Design bus_arbiter, sky130hd; sources not shown.
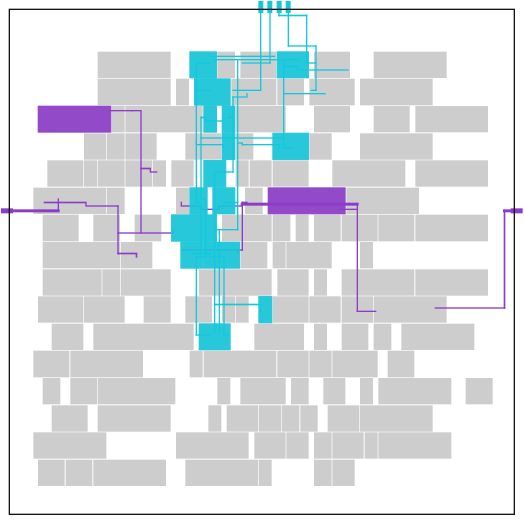
*Wires at chosen ports, followed through buffers*
Drawn at 10 px/µm.
| colour | port | bits | direction | edge | end cells | buffers | wire |
|---|---|---|---|---|---|---|---|
| cyan | `busrq_n` | 4 | input | north | 15 | 4 | 216 µm |
| purple | `owner` | 2 | output | 1 east, 1 west | 2 | 2 | 106 µm |
I/O pin count: 37
total of buffers placed on input and output ports: 22

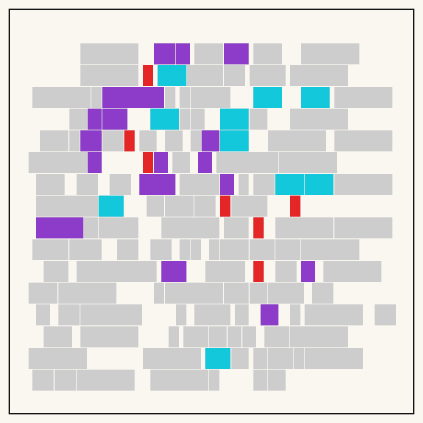
*Gate-type map*
Drawn at 8 px/µm.
| colour | family | cells |
|---|---|---|
| red | inv cells | 7 |
| cyan | non-inverting ao/oa cells | 10 |
| purple | aoi and oai cells | 17 |
multi-input combinational area share: 40.03%
count of non-filler cells in the finished layout: 167
most frequently placed logic cell in the final layout: dfxtp_1

==> impl_metrics.env <==
# flow metrics
export IMPL_status="completed"
export IMPL_clock_latency_ns=0.25
export IMPL_clk_network_pwr_share_pct=24.4
export IMPL_net_load_switching_power_uw=423.7
export IMPL_report_final_setup_viol=0
export IMPL_switching_share_pct=35.42
export IMPL_crit_chain="nand2b_4, a21oi_4, or3b_4, buf_12"
export IMPL_sequentialPower_uw=475
export IMPL_synth_nets=132
export IMPL_num_antenna_cells=0
export IMPL_floorplan_core_util_pct=48.31
export IMPL_die_y_um=50.36
export IMPL_clkTransAtPathRegs_ns=0.07
export IMPL_power_combinational_total_uw=430
export IMPL_leakage_dissipation_nw=0.6038
export IMPL_rsz_0062_raised_after_global_routing="true"
export IMPL_crit_family="simple AND/OR/NAND/NOR gates"
export IMPL_grt_pass1_vias=880
export IMPL_synth_cells_yosys=105
export IMPL_worst_ep_arrival_time_ns=1.42
export IMPL_vdd_drop_max_mv=0.4302
export IMPL_crit_fanout=3
export IMPL_nNetsFinal=168
export IMPL_timing_critical_path_from_type="flip-flop"
export IMPL_post_drt_via_cell_ratio=5.677
export IMPL_ff2ff_path_depth=5
export IMPL_timing_max_cap_violations=0
export IMPL_grt_util_met2_pct=33.77
export IMPL_internal_power_uw=772.6
export IMPL_ys_seq_elements=19
export IMPL_number_of_antenna_violations_at_the_first_check_in_global_routing=0
export IMPL_power_per_cell_area_nw_per_um2=804.1
export IMPL_min_delay_path_class="flip-flop to flip-flop"
export IMPL_wl_per_cell_um=14.39
export IMPL_wl_met3_um=137
export IMPL_slew_headroom_pct=78.15
export IMPL_route_layer_met1_wl_um=990
export IMPL_count_of_unique_library_cells_instantiated_by_yosys=41
export IMPL_max_reg_flops=7
export IMPL_cts_sinks=19
export IMPL_tritoncts="done"
export IMPL_fp_dieArea_um2=2536
export IMPL_power_top_consumer="sequential cells"
export IMPL_busiest_layer="met2"
export IMPL_post_route_drc_count=0
export IMPL_h_tree_depth=1
export IMPL_rrSetupSlack_ns=0.19
export IMPL_global_route_overflow_total=0
export IMPL_period_used_pct=96.51
export IMPL_combPwrFrac_pct=35.9
export IMPL_clock_tree_root_cell="clkbuf_8"
export IMPL_rows=16
export IMPL_met2_wirelength_um=1250
export IMPL_sum_of_internal_switching_and_leakage_power_mw=1.196
export IMPL_hpwl_um=1843
export IMPL_share_seq_of_total_power_pct=39.7
export IMPL_critical_path_max_stage_delay_ns=0.40
export IMPL_hold_violations=0
export IMPL_drive_above_1_share_pct=25.00
export IMPL_grt_start_max_net_pins=12
export IMPL_post_synth_cell_area_avg_um2=9.211
export IMPL_max_clock_path_buffers=2
export IMPL_clock_power_uw=292
export IMPL_dominantRegCellSynth="dfxtp_1"
export IMPL_postCtsHoldBufs=0
export IMPL_route_vias_total=948
export IMPL_criticalPathCategory="flip-flop to output port"
export IMPL_firstDrtPassIters=4
export IMPL_first_iter_violations=29
export IMPL_grt_use_met3_pct=3.274
export IMPL_final_layout_top_logic_cells="dfxtp_1, nor2_1, buf_12"
export IMPL_crit_path_required_time_ns=1.48
export IMPL_post_route_min_period_ns=1.737
export IMPL_endpoint_kind="output port"
export IMPL_worst_slew_pin_slew_ns=0.3277
export IMPL_tool_warnings=42
export IMPL_grt_util_met1_pct=23.98
export IMPL_top_layer_used="met4"
export IMPL_synth_warning_count=0
export IMPL_globalRouteTotalUtil_pct=19.70
export IMPL_ys_area_um2=967.2
export IMPL_synth_edff_count=0
export IMPL_dpl_cell_count=162
export IMPL_netlist_instances=105
cell usage after synthesis (all sizes together), types with 2 or more instances:
cell type	count	area, µm²
dfxtp	19	380.4
nor2	11	41.29
inv	7	26.28
nand3	6	30.03
o21ai	6	30.03
nand2	5	18.77
o32a	5	50.05
nand3b	3	22.52
nor2b	3	18.77
xnor2	3	26.28
xor2	3	26.28
a211o	2	17.52
a21oi	2	10.01
a31oi	2	12.51
and2	2	12.52
ha	2	25.02
mux2i	2	20.02
nor4	2	18.77
o211ai	2	20.02
layout make-up:
class	count	area [µm²]
tap	27	33.78
fill	151	514.2
sequential	19	384.1
clock buffer	3	41.29
inverter	7	26.28
timing repair buffer	31	401.6
multi-input combinational	79	595.6
clock inverter	1	5.005
timing repair:
item,CTS,global route
pin swaps,1,1
buffers inserted,1,0
endpoints found under the setup margin,1,5
resized,3,8
through the flow:
step	util, %	setup WS, ns	cell area, µm²	hold WS (ns)	TNS (ns)
2_1_floorplan	-	0.05064	972.2	0.2986	0
3_3_place_gp	69.63	-0.1111	1394	0.4342	-0.5933
3_5_place_dp	69.63	-0.1474	1394	0.4537	-0.9299
4_1_cts	72.75	0.05426	1456	0.4641	0
5_1_grt	74.31	0.01222	1488	0.4730	0
6_report	74.31	0.06277	1488	0.4548	0
cells by family (layout without fill, tap and decap cells):
| logic type | count (synthesis) | after routing | synth area share (%) |
|---|---|---|---|
| AND/OR/NAND/NOR | 42 | 42 | 26.01 |
| AND-OR/OR-AND | 27 | 27 | 21.86 |
| flip-flops | 19 | 19 | 39.33 |
| buffers and inverters | 7 | 42 | 2.717 |
| XOR/XNOR | 6 | 6 | 5.434 |
| adder cells (fa/ha/maj) | 2 | 2 | 2.587 |
| multiplexers | 2 | 2 | 2.070 |
